File: src/rtl/i2c_read_arbiter.sv
// i2c_read_arbiter: round-robin arbiter sharing one single-byte I2C read master among NUM_REQ requesters,
// with a watchdog that aborts a transaction the master keeps retrying.
module i2c_read_arbiter #(
    parameter int NUM_REQ        = 4,
    parameter int TIMEOUT_CYCLES = 200000,
    parameter int GAP_CYCLES     = 2
) (
    input  logic                 clk,
    input  logic                 rst,
    input  logic [NUM_REQ-1:0]   i_req,
    input  logic [7*NUM_REQ-1:0] i_dev_addr_bus,
    input  logic [8*NUM_REQ-1:0] i_data_addr_bus,
    output logic [NUM_REQ-1:0]   o_ack,
    output logic [7:0]           o_rdata,
    output logic                 o_err,
    output logic                 o_busy,
    output logic [2:0]           o_grant_id,
    output logic                 o_i2c_recv_en,
    output logic [6:0]           o_device_addr,
    output logic [7:0]           o_data_addr,
    input  logic [7:0]           i_read_data,
    input  logic                 i_done_flag
);
    localparam int TW = $clog2(TIMEOUT_CYCLES + 1);

    typedef enum logic [1:0] {IDLE, RUN, RELEASE} state_t;

    state_t             r_state, w_state_nxt;
    logic [TW-1:0]      r_timer, w_timer_nxt;
    logic [2:0]         r_ptr, w_ptr_nxt, r_grant_id, w_grant_id_nxt, w_win;
    logic [NUM_REQ-1:0] r_ack, w_ack_nxt;
    logic [7:0]         r_rdata, w_rdata_nxt, r_data_addr, w_data_addr_nxt, w_data_sel;
    logic [6:0]         r_device_addr, w_device_addr_nxt, w_dev_sel;
    logic               r_err, w_err_nxt, r_busy, w_busy_nxt, r_en, w_en_nxt;
    logic [3:0]         w_idx;
    logic [7:0]         w_req8;

    assign w_req8 = 8'(i_req);

    // Search from the highest offset down so the nearest requester after ptr is the last (winning) assignment.
    always_comb begin
        w_win      = '0;
        w_idx      = '0;
        w_dev_sel  = '0;
        w_data_sel = '0;
        for (int i = NUM_REQ - 1; i >= 0; i--) begin
            w_idx = 4'(r_ptr) + 4'(i) + 4'd1;
            if (w_idx >= 4'(NUM_REQ))
                w_idx = w_idx - 4'(NUM_REQ);
            if (w_req8[w_idx[2:0]])
                w_win = w_idx[2:0];
        end
        for (int k = 0; k < NUM_REQ; k++)
            if (w_win == 3'(k)) begin
                w_dev_sel  = i_dev_addr_bus[7*k +: 7];
                w_data_sel = i_data_addr_bus[8*k +: 8];
            end
    end

    always_comb begin
        w_state_nxt       = r_state;
        w_timer_nxt       = r_timer;
        w_ptr_nxt         = r_ptr;
        w_grant_id_nxt    = r_grant_id;
        w_ack_nxt         = '0;
        w_rdata_nxt       = r_rdata;
        w_err_nxt         = r_err;
        w_busy_nxt        = r_busy;
        w_en_nxt          = r_en;
        w_device_addr_nxt = r_device_addr;
        w_data_addr_nxt   = r_data_addr;
        if (r_state == IDLE) begin
            if (|i_req) begin
                w_ptr_nxt         = w_win;
                w_grant_id_nxt    = w_win;
                w_device_addr_nxt = w_dev_sel;
                w_data_addr_nxt   = w_data_sel;
                w_busy_nxt        = 1'b1;
                w_en_nxt          = 1'b1;
                w_timer_nxt       = '0;
                w_state_nxt       = RUN;
            end
        end else if (r_state == RUN) begin
            w_timer_nxt = (&r_timer) ? r_timer : r_timer + TW'(1);
            // Done is checked first so a done arriving on the timeout edge still returns good data.
            if (i_done_flag || r_timer == TW'(TIMEOUT_CYCLES - 1)) begin
                w_rdata_nxt = i_done_flag ? i_read_data : 8'h00;
                w_err_nxt   = !i_done_flag;
                w_ack_nxt   = NUM_REQ'(1) << r_grant_id;
                w_en_nxt    = 1'b0;
                w_timer_nxt = '0;
                w_state_nxt = RELEASE;
            end
        end else if (r_state == RELEASE) begin
            if (r_timer >= TW'(GAP_CYCLES - 1)) begin
                w_busy_nxt  = 1'b0;
                w_state_nxt = IDLE;
            end else begin
                w_timer_nxt = r_timer + TW'(1);
            end
        end else begin
            w_state_nxt = IDLE;
        end
    end

    always_ff @(posedge clk or posedge rst) begin
        if (rst) begin
            r_state       <= IDLE;
            r_timer       <= '0;
            r_ptr         <= 3'(NUM_REQ - 1);
            r_grant_id    <= '0;
            r_ack         <= '0;
            r_rdata       <= '0;
            r_err         <= 1'b0;
            r_busy        <= 1'b0;
            r_en          <= 1'b0;
            r_device_addr <= '0;
            r_data_addr   <= '0;
        end else begin
            r_state       <= w_state_nxt;
            r_timer       <= w_timer_nxt;
            r_ptr         <= w_ptr_nxt;
            r_grant_id    <= w_grant_id_nxt;
            r_ack         <= w_ack_nxt;
            r_rdata       <= w_rdata_nxt;
            r_err         <= w_err_nxt;
            r_busy        <= w_busy_nxt;
            r_en          <= w_en_nxt;
            r_device_addr <= w_device_addr_nxt;
            r_data_addr   <= w_data_addr_nxt;
        end
    end

    assign o_ack         = r_ack;
    assign o_rdata       = r_rdata;
    assign o_err         = r_err;
    assign o_busy        = r_busy;
    assign o_grant_id    = r_grant_id;
    assign o_i2c_recv_en = r_en;
    assign o_device_addr = r_device_addr;
    assign o_data_addr   = r_data_addr;
endmodule
File: config.mk
export PLATFORM = sky130hd
export DESIGN_NAME = i2c_read_arbiter
export DESIGN_NICKNAME = d
export VERILOG_FILES = /design/src/rtl/i2c_read_arbiter.sv
export SDC_FILE = /design/constraint.sdc
export NUM_CORES = 1
export LEC_CHECK = 0
export ABC_AREA = 0
export CAP_MARGIN = 20
export CORE_MARGIN = 10
export CORE_UTILIZATION = 30
export CTS_CLUSTER_SIZE = 12
export DETAILED_ROUTE_END_ITERATION = 12
export GPL_ROUTABILITY_DRIVEN = 0
export PLACE_DENSITY_LB_ADDON = 0.25
export SETUP_SLACK_MARGIN = 0.5
export SLEW_MARGIN = 10
export SYNTH_ARGS = -nofsm -noshare
export SYNTH_HDL_FRONTEND = slang
export SYNTH_SLANG_ARGS = --single-unit
export TNS_END_PERCENT = 1
File: constraint.sdc
create_clock -name clk -period 5 [get_ports clk]
set_clock_uncertainty 0.1 [all_clocks]
set_input_delay 0.75 -clock clk [delete_from_list [all_inputs] [get_ports clk]]
set_output_delay 0.75 -clock clk [all_outputs]
set_load 0.01 [all_outputs]
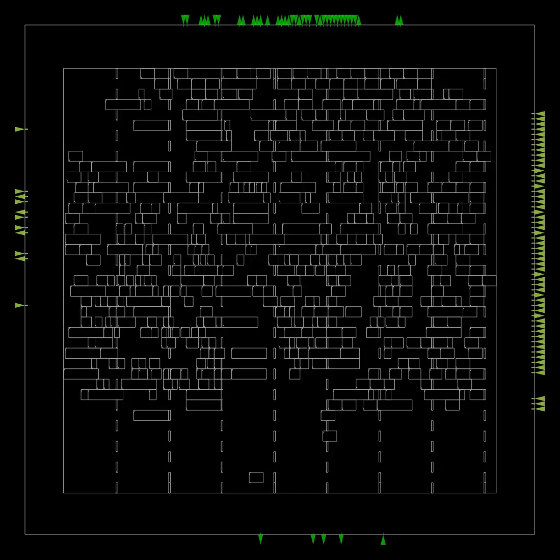
**Above:** placement view.
sequential cells: 55
placement row count: 41
Non-Filler Instances: 685

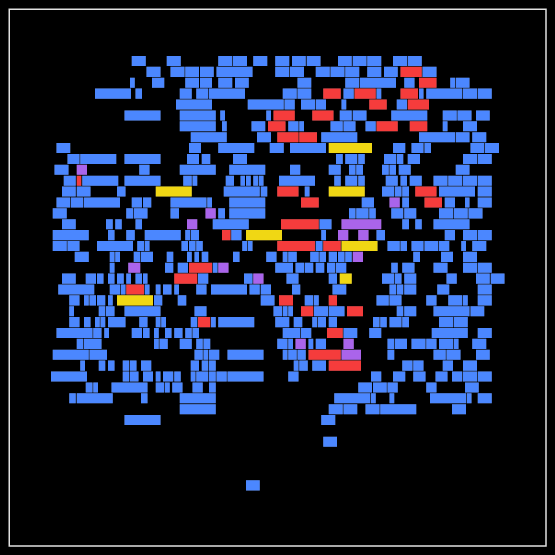
**Above:** drive-strength map.
Scale: 4 px per um.
drive 2: shown in red, cells 34, share 6.6%. drive 1 or less: shown in blue, cells 458, share 89%, most used clkdlybuf4s50_1. drive 3 to 4: shown in purple, cells 14, share 2.7%, most used buf_4. drive 6 and up: shown in yellow, cells 7, share 1.4%, most used clkbuf_16.
Layout Cell Area excl Fill: 0.00523 mm^2
Non-Clock Buffer Count: 118
final worst setup slack: 0.982 ns
area overhead of the layout relative to synthesis: 34.6%

==> Table 3: Implementation characteristics <==
Table: implementation figures

Parameter                              Value

Run status
  Result of the run .................. complete, no violations

Yosys
  Synth Instances .................. between 400 and 500
  Cell type with the highest aggregate area in the netlist .................. sky130_fd_sc_hd__dfrtp_1
  Simple logic cell fraction of the synthesized area .................. 17.3%
  AND-OR/OR-AND Cells, Area Fraction .................. approximately 36%
  Xor/xnor share .................. 0%

GRT
  Global-route layer with the greatest usage .................. met2
  Via count of the first global-routing pass .................. 3903
  Overflow after GRT .................. 0
  Met1 usage .................. 19.2%
  All-Layer GR Usage .................. 14.8%

Detailed routing
  First-pass iteration count of the detailed router .................. 5
  Remaining routing DRC violations .................. 0
  Uppermost layer routed .................. met4

Worst setup path
  Highest-delay cell along the critical path .................. sky130_fd_sc_hd__dfstp_2
  Worst setup path endpoint .................. o_data_addr[1]
  Slowest stage delay, CP .................. 0.96 ns
  Stages on worst setup path .................. 10
  Worst path bufs/invs .................. 3
  Flop2flop setup slack .................. just under 1 ns
  Cell family contributing the most delay on the critical path .................. flip-flops

Min path
  Cells on Worst Hold Path .................. 2
  Hold path endpoint .................. o_device_addr[0]

Pwr
  Power Internal .................. between 1.5 and 2 mW
  Share of total power consumed by net switching .................. a little under half
  Power consumed by the clock network .................. 0.420 mW
  Register share of total power .................. 23.7%
  Total design power .................. 3.17 mW
  Logic power comb .................. 2.00 mW

Clock tree
  Clock tree root driver cell .................. sky130_fd_sc_hd__clkbuf_16
  Clock insertion delay at the later pin of the skew report .................. roughly 0.30 ns
  TritonCTS clock tree .................. built
  Number of buffers inserted during clock tree synthesis .................. 5
  Register clock-pin slew on the reported worst setup and hold paths .................. 0.08 ns
  H-tree depth reported by CTS .................. 2
  CTS Buffer Depth .................. 2

Floorplan
  Initial standard-cell utilization of the core .................. 30.7%
  Core region area .................. 0.0127 mm^2

Place
  Dpl cell area .................. slightly above 0.005 mm^2

Final layout
  Fraction of layout cells with a size suffix above 1 .................. 10.7%
  Sequential cell area .................. 0.00138 mm^2
  Most frequent logic cells in the routed design .................. 107 x sky130_fd_sc_hd__clkdlybuf4s50_1, 53 x sky130_fd_sc_hd__dfrtp_1, 43 x sky130_fd_sc_hd__nand2_1
  Core utilization of the finished layout .................. about two fifths

Final timing
  Number of max-slew violations in the final report .................. 0
  Minimum hold slack .................. 0.403 ns
  Final hold violation count .................. 0
  Sum Neg Setup Slack .................. 0 ns
  Tcrit/Tclk final .................. between 80 and 90%
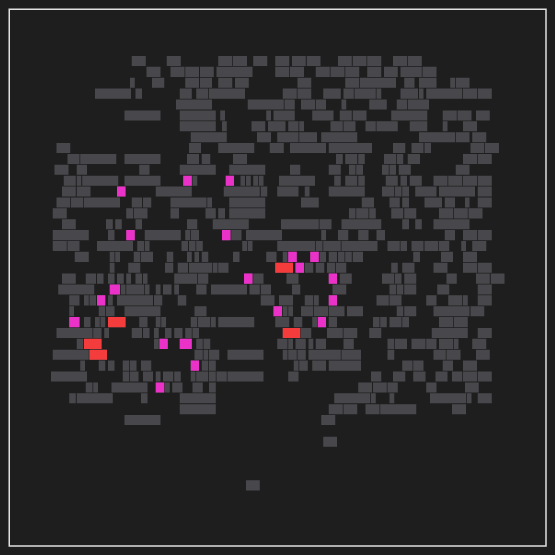
**Above:** selected gate families.
Scale: 4 px per um.
AND and OR gates: shown in magenta, cells 20. adder and majority cells: shown in red, cells 5, where middle left.
combinational fraction of the cell area: 43.1%
most common cell after layout, fill and taps aside: sky130_fd_sc_hd__clkdlybuf4s50_1

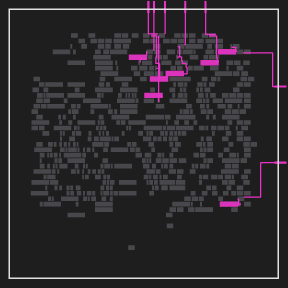
**Above:** wires at chosen ports, followed through buffers.
Scale: 2 px per um.
o_device_addr: shown in magenta, bits 7, direction output, edge 5 top, 2 right, end cells 7, buffers 7, wire 273 um.
boundary pin count: 108
number of I/O port buffers: 107

Power and IR drop assume default switching activity.
